--- config.mk ---
export PLATFORM = sky130hd
export DESIGN_NAME = fetch_queue
export DESIGN_NICKNAME = d
export VERILOG_FILES = /design/src/rtl/fetch_queue.sv
export SDC_FILE = /design/constraint.sdc
export NUM_CORES = 1
export LEC_CHECK = 0
export CAP_MARGIN = 20
export CORE_MARGIN = 3
export CORE_UTILIZATION = 59
export DETAILED_ROUTE_END_ITERATION = 16
export PLACE_DENSITY = 0.93
export SYNTH_ARGS = -nofsm -noshare
export SYNTH_HDL_FRONTEND = slang
export SYNTH_SLANG_ARGS = --single-unit
--- constraint.sdc ---
create_clock -name clk -period 9.49 [get_ports clk]
set_input_delay 2.3725 -clock clk [delete_from_list [all_inputs] [get_ports clk]]
set_output_delay 2.3725 -clock clk [all_outputs]
set_load 0.01 [all_outputs]
--- src/rtl/fetch_queue.sv ---
// Fetch stage for the dual-issue pipeline: owns the PC, captures two instruction
// words per cycle into a circular queue and presents the two oldest to decode.
module fetch_queue #(
  parameter int          DEPTH    = 4,
  parameter logic [31:0] RESET_PC = 32'h0
) (
  input  logic                     clk,
  input  logic                     reset,
  output logic [31:0]              im_addr,
  input  logic [31:0]              im_data,
  input  logic [31:0]              im_data1,
  input  logic                     redirect,
  input  logic [31:0]              redirect_pc,
  input  logic [1:0]               dec_take,
  output logic                     out_valid0,
  output logic [31:0]              out_inst0,
  output logic [31:0]              out_pc0,
  output logic                     out_valid1,
  output logic [31:0]              out_inst1,
  output logic [31:0]              out_pc1,
  output logic [$clog2(DEPTH):0]   count
);

  localparam int PW = $clog2(DEPTH);
  localparam int CW = PW + 1;

  // Decode handshake: out_valid0/out_valid1 mark the two oldest entries as
  // offered; dec_take is decode's acceptance count for this cycle. Only offered
  // entries can be consumed, so a request beyond the valid count is clipped
  // and values of 3 are treated as 2.

  logic [31:0]   inst_q [DEPTH];
  logic [31:0]   pc_q   [DEPTH];
  logic [PW-1:0] head;
  logic [PW-1:0] tail;
  logic [CW-1:0] count_r;
  logic [31:0]   pc;

  logic [PW-1:0] head_p1;
  logic [PW-1:0] tail_p1;
  logic [CW-1:0] free;
  logic [1:0]    take_req;
  logic [1:0]    take_eff;
  logic [1:0]    push_cnt;

  logic [PW-1:0] head_next;
  logic [PW-1:0] tail_next;
  logic [CW-1:0] count_next;
  logic [31:0]   pc_next;

  assign head_p1 = head + 1'b1;
  assign tail_p1 = tail + 1'b1;

  // Push depends only on occupancy before this cycle's pop, which keeps
  // dec_take off the path into the instruction memory and the PC.
  assign free = CW'(DEPTH) - count_r;

  always_comb begin
    push_cnt = 2'd0;
    if (free >= CW'(2)) begin
      push_cnt = 2'd2;
    end else if (free == CW'(1)) begin
      push_cnt = 2'd1;
    end
  end

  always_comb begin
    take_req = (dec_take == 2'd3) ? 2'd2 : dec_take;
    take_eff = take_req;
    if (CW'(take_req) > count_r) begin
      take_eff = count_r[1:0];
    end
  end

  always_comb begin
    head_next  = head + PW'(take_eff);
    tail_next  = tail + PW'(push_cnt);
    count_next = count_r - CW'(take_eff) + CW'(push_cnt);
    pc_next    = pc + {28'd0, push_cnt, 2'b00};
  end

  always_ff @(posedge clk) begin
    if (reset) begin
      head    <= '0;
      tail    <= '0;
      count_r <= '0;
      pc      <= RESET_PC;
    end else if (redirect) begin
      head    <= '0;
      tail    <= '0;
      count_r <= '0;
      pc      <= {redirect_pc[31:2], 2'b00};
    end else begin
      head    <= head_next;
      tail    <= tail_next;
      count_r <= count_next;
      pc      <= pc_next;
    end
  end

  // Entry storage. Redirect leaves stale contents in place; they are hidden
  // because count is zero and the valids derive from count.
  always_ff @(posedge clk) begin
    if (reset) begin
      for (int i = 0; i < DEPTH; i++) begin
        inst_q[i] <= '0;
        pc_q[i]   <= '0;
      end
    end else if (!redirect) begin
      if (push_cnt != 2'd0) begin
        inst_q[tail] <= im_data;
        pc_q[tail]   <= pc;
      end
      if (push_cnt == 2'd2) begin
        inst_q[tail_p1] <= im_data1;
        pc_q[tail_p1]   <= pc + 32'd4;
      end
    end
  end

  assign im_addr    = pc;
  assign count      = count_r;
  assign out_valid0 = (count_r >= CW'(1));
  assign out_valid1 = (count_r >= CW'(2));
  assign out_inst0  = inst_q[head];
  assign out_pc0    = pc_q[head];
  assign out_inst1  = inst_q[head_p1];
  assign out_pc1    = pc_q[head_p1];

endmodule

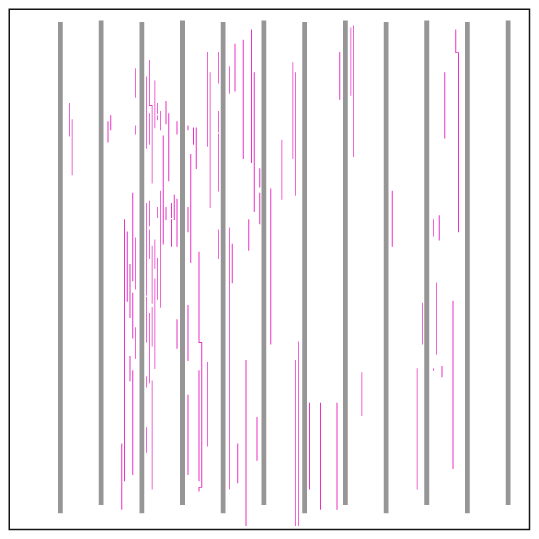
m4.png
Drawn at 3 px/um. Supply wires on this layer in grey.
share of all routed wire: 4.6%
nets with wire on the layer: 73

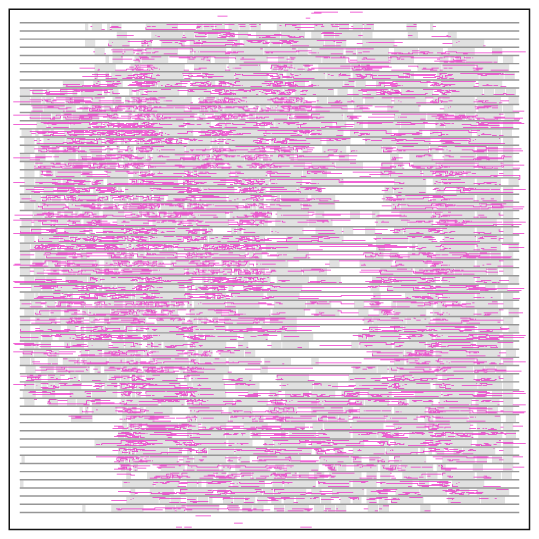
m1.png
Drawn at 3 px/um. Supply wires on this layer in grey.
longest straight run: 42.8 um
nets with wire on the layer: 1491

==> Table 3: Implementation characteristics <==
Characteristics after synthesis and place and route

Parameter                              Value

Synth
  Summed instance area of the synthesized netlist .................. 16400 um2
  Synthesized area divided by synthesized cell count .................. 12.3 um2
  XOR/XNOR Fraction of Synth Area .................. 0.0171
  Warnings from Yosys .................. 0
  Cell type with the highest aggregate area in the netlist .................. edfxtp_1
  Post-synthesis adder-cell area fraction .................. 0.0135
  Compound-gate portion of the synthesized area .................. 0.162
  Sequential share of the synthesized area .................. 0.498
  Mux cell area share after synthesis .................. 0.175

Outcome
  Result of the run .................. finished, final reports clean

CTS
  Source-to-sink clock delay at the later pin of the worst-skew pair .................. 0.56 ns
  Post-CTS clock slew at the launch and capture registers of the worst setup and hold paths .................. 0.06 ns
  Root Buffer .................. clkbuf_16
  CTS tree .................. done
  Maximum level of the CTS H-tree .................. 1

STA
  Endpoints failing setup .................. 0
  Minimum period implied by the final worst setup slack .................. 6.31 ns
  Final-layout setup total negative slack .................. 0 ns
  Cycle use final .................. 0.665
  Max_slew headroom .................. 0.255

Worst setup path
  WP depth .................. 8
  R2R Setup Slk .................. 4.95 ns
  Classification of the worst setup path .................. in -> reg
  Nature of the critical path startpoint .................. primary input
  List of cells traversed by the critical path .................. clkdlybuf4s50_1 -> nor2_1 -> o31ai_1 -> buf_2 -> nor3_2 -> buf_4 -> or3_2 -> buf_4
  Buf+Inv Stages, Crit Path .................. 4

Placed design
  Routability cong. .................. 0.883

Floorplanning
  Core outline area .................. 27200 um2
  Vertical die dimension .................. 173 um
  Width of the chip .................. 173 um
  DIE AREA .................. 29900 um2

Global routing
  Grt ovf .................. 0
  Initial antenna violation count .................. 2
  Global-route wire length before repair .................. 75.5 mm

Power and ir drop
  Worst supply voltage drop on vdd .................. 0.000188 V
  Power per cell area .................. 214 nW/um2

Drt
  Total DRC errors in the routed layout .................. 0
  DR WL/cell .................. 25.5 um

Finish
  Final design utilization .................. 0.746
  Count of inserted antenna diode cells .................. 0
  Gate Area .................. 7650 um2

Worst hold path
  Worst Hold Depth .................. 2

Job
  Max capacitance violation total .................. 0
-- how the worst min path moves through the flow --
| stage | from | endpoint |
|---|---|---|
| after global routing | count[2] | count[2] |
| after CTS | count[2] | count[2] |
| after floorplan | tail[0] | tail[0] |
| after detailed placement | count[2] | count[2] |
| final | count[2] | count[2] |
| after global placement | count[2] | count[2] |
-- stage by stage --
| step | worst slack (ns) | hold slack (ns) |
|---|---|---|
| floorplan | 4.30 | 0.549 |
| global placement | 2.81 | 0.615 |
| detailed placement | 2.68 | 0.610 |
| CTS | 3.23 | 0.660 |
| global route | 3.03 | 0.694 |
| finish | 3.18 | 0.647 |
-- Yosys cell counts, drive strengths merged, types with 15 or more instances --
| library cell | count |
|---|---|
| a21oi | 64 |
| edfxtp | 248 |
| mux4 | 124 |
| a22o | 132 |
| dfxtp | 37 |
| nor2 | 102 |
| nor4 | 15 |
| nor3 | 15 |
| nand2 | 107 |
| o31ai | 25 |
| xor2 | 19 |
| buf | 68 |
| a31oi | 60 |
| o21ai | 82 |
| nand4 | 22 |
| a211oi | 16 |
| clkbuf | 73 |
-- final cells by class --
class                           count  share of cell area
Timing Repair Buffer              287               0.139
Sequential cell                   285               0.404
Clock buffer                       39              0.0407
Clock inverter                     17              0.0129
Inverter                           12             0.00235
Tap cell                          372              0.0230
Multi-Input combinational cell    901               0.378
-- registers in the layout (all words and copies together) (netlist names) --
| name | cells |
|---|---|
| inst_q | 128 |
| pc_q | 120 |
| im_addr | 30 |
| count | 3 |
| head | 2 |
| tail | 2 |
-- metal layers --
layer | global-route usage | share of wire | vias up
li1 | - | - | 5680
met1 | 0.407 | 0.34 | 6476
met2 | 0.513 | 0.48 | 1243
met3 | 0.0749 | 0.13 | 228
met4 | 0.152 | 0.046 | 4
met5 | 0 | 0.00064 | -
-- layout by cell type (no fill, tap or decap), types with 4 or more instances in the layout --
cell / synthesis / routed
edfxtp_1: 248 / 248
a31oi_1: 60 / 60
o21ai_0: 79 / 79
mux2i_1: 7 / 7
mux4_2: 124 / 124
bufinv_16: 0 / 7
ha_1: 13 / 13
clkbuf_1: 73 / 6
a21oi_1: 64 / 63
nand2b_1: 11 / 11
a22o_1: 132 / 132
xor2_1: 19 / 19
nor3_1: 12 / 11
xnor2_1: 13 / 13
clkinv_2: 0 / 4
nor4_2: 4 / 4
nor4_1: 11 / 11
clkbuf_16: 0 / 31
o31ai_1: 25 / 25
nand2_1: 107 / 107
conb_1: 1 / 6
dfxtp_1: 37 / 35
nand4_1: 22 / 22
buf_4: 7 / 25
inv_1: 10 / 10
a211oi_1: 16 / 16
or3_1: 10 / 7
nor2_1: 102 / 100
and2_1: 13 / 13
clkinv_1: 1 / 5
nand3_1: 12 / 12
clkdlybuf4s50_1: 0 / 257
o22ai_1: 4 / 4
-- where the power goes --
group          internal [uW]  switching (uW)
clock network            800             487
registers               1590             156
logic                    657             649
-- logic make-up after synthesis --
family,after synthesis
AND-OR/OR-AND,392
XOR/XNOR,32
adder cells (fa/ha/maj),16
buffers and inverters,153
flip-flops,285
multiplexers,132
other,1
AND/OR/NAND/NOR,323
No activity file was given, so power comes from the tool's default toggle rates.
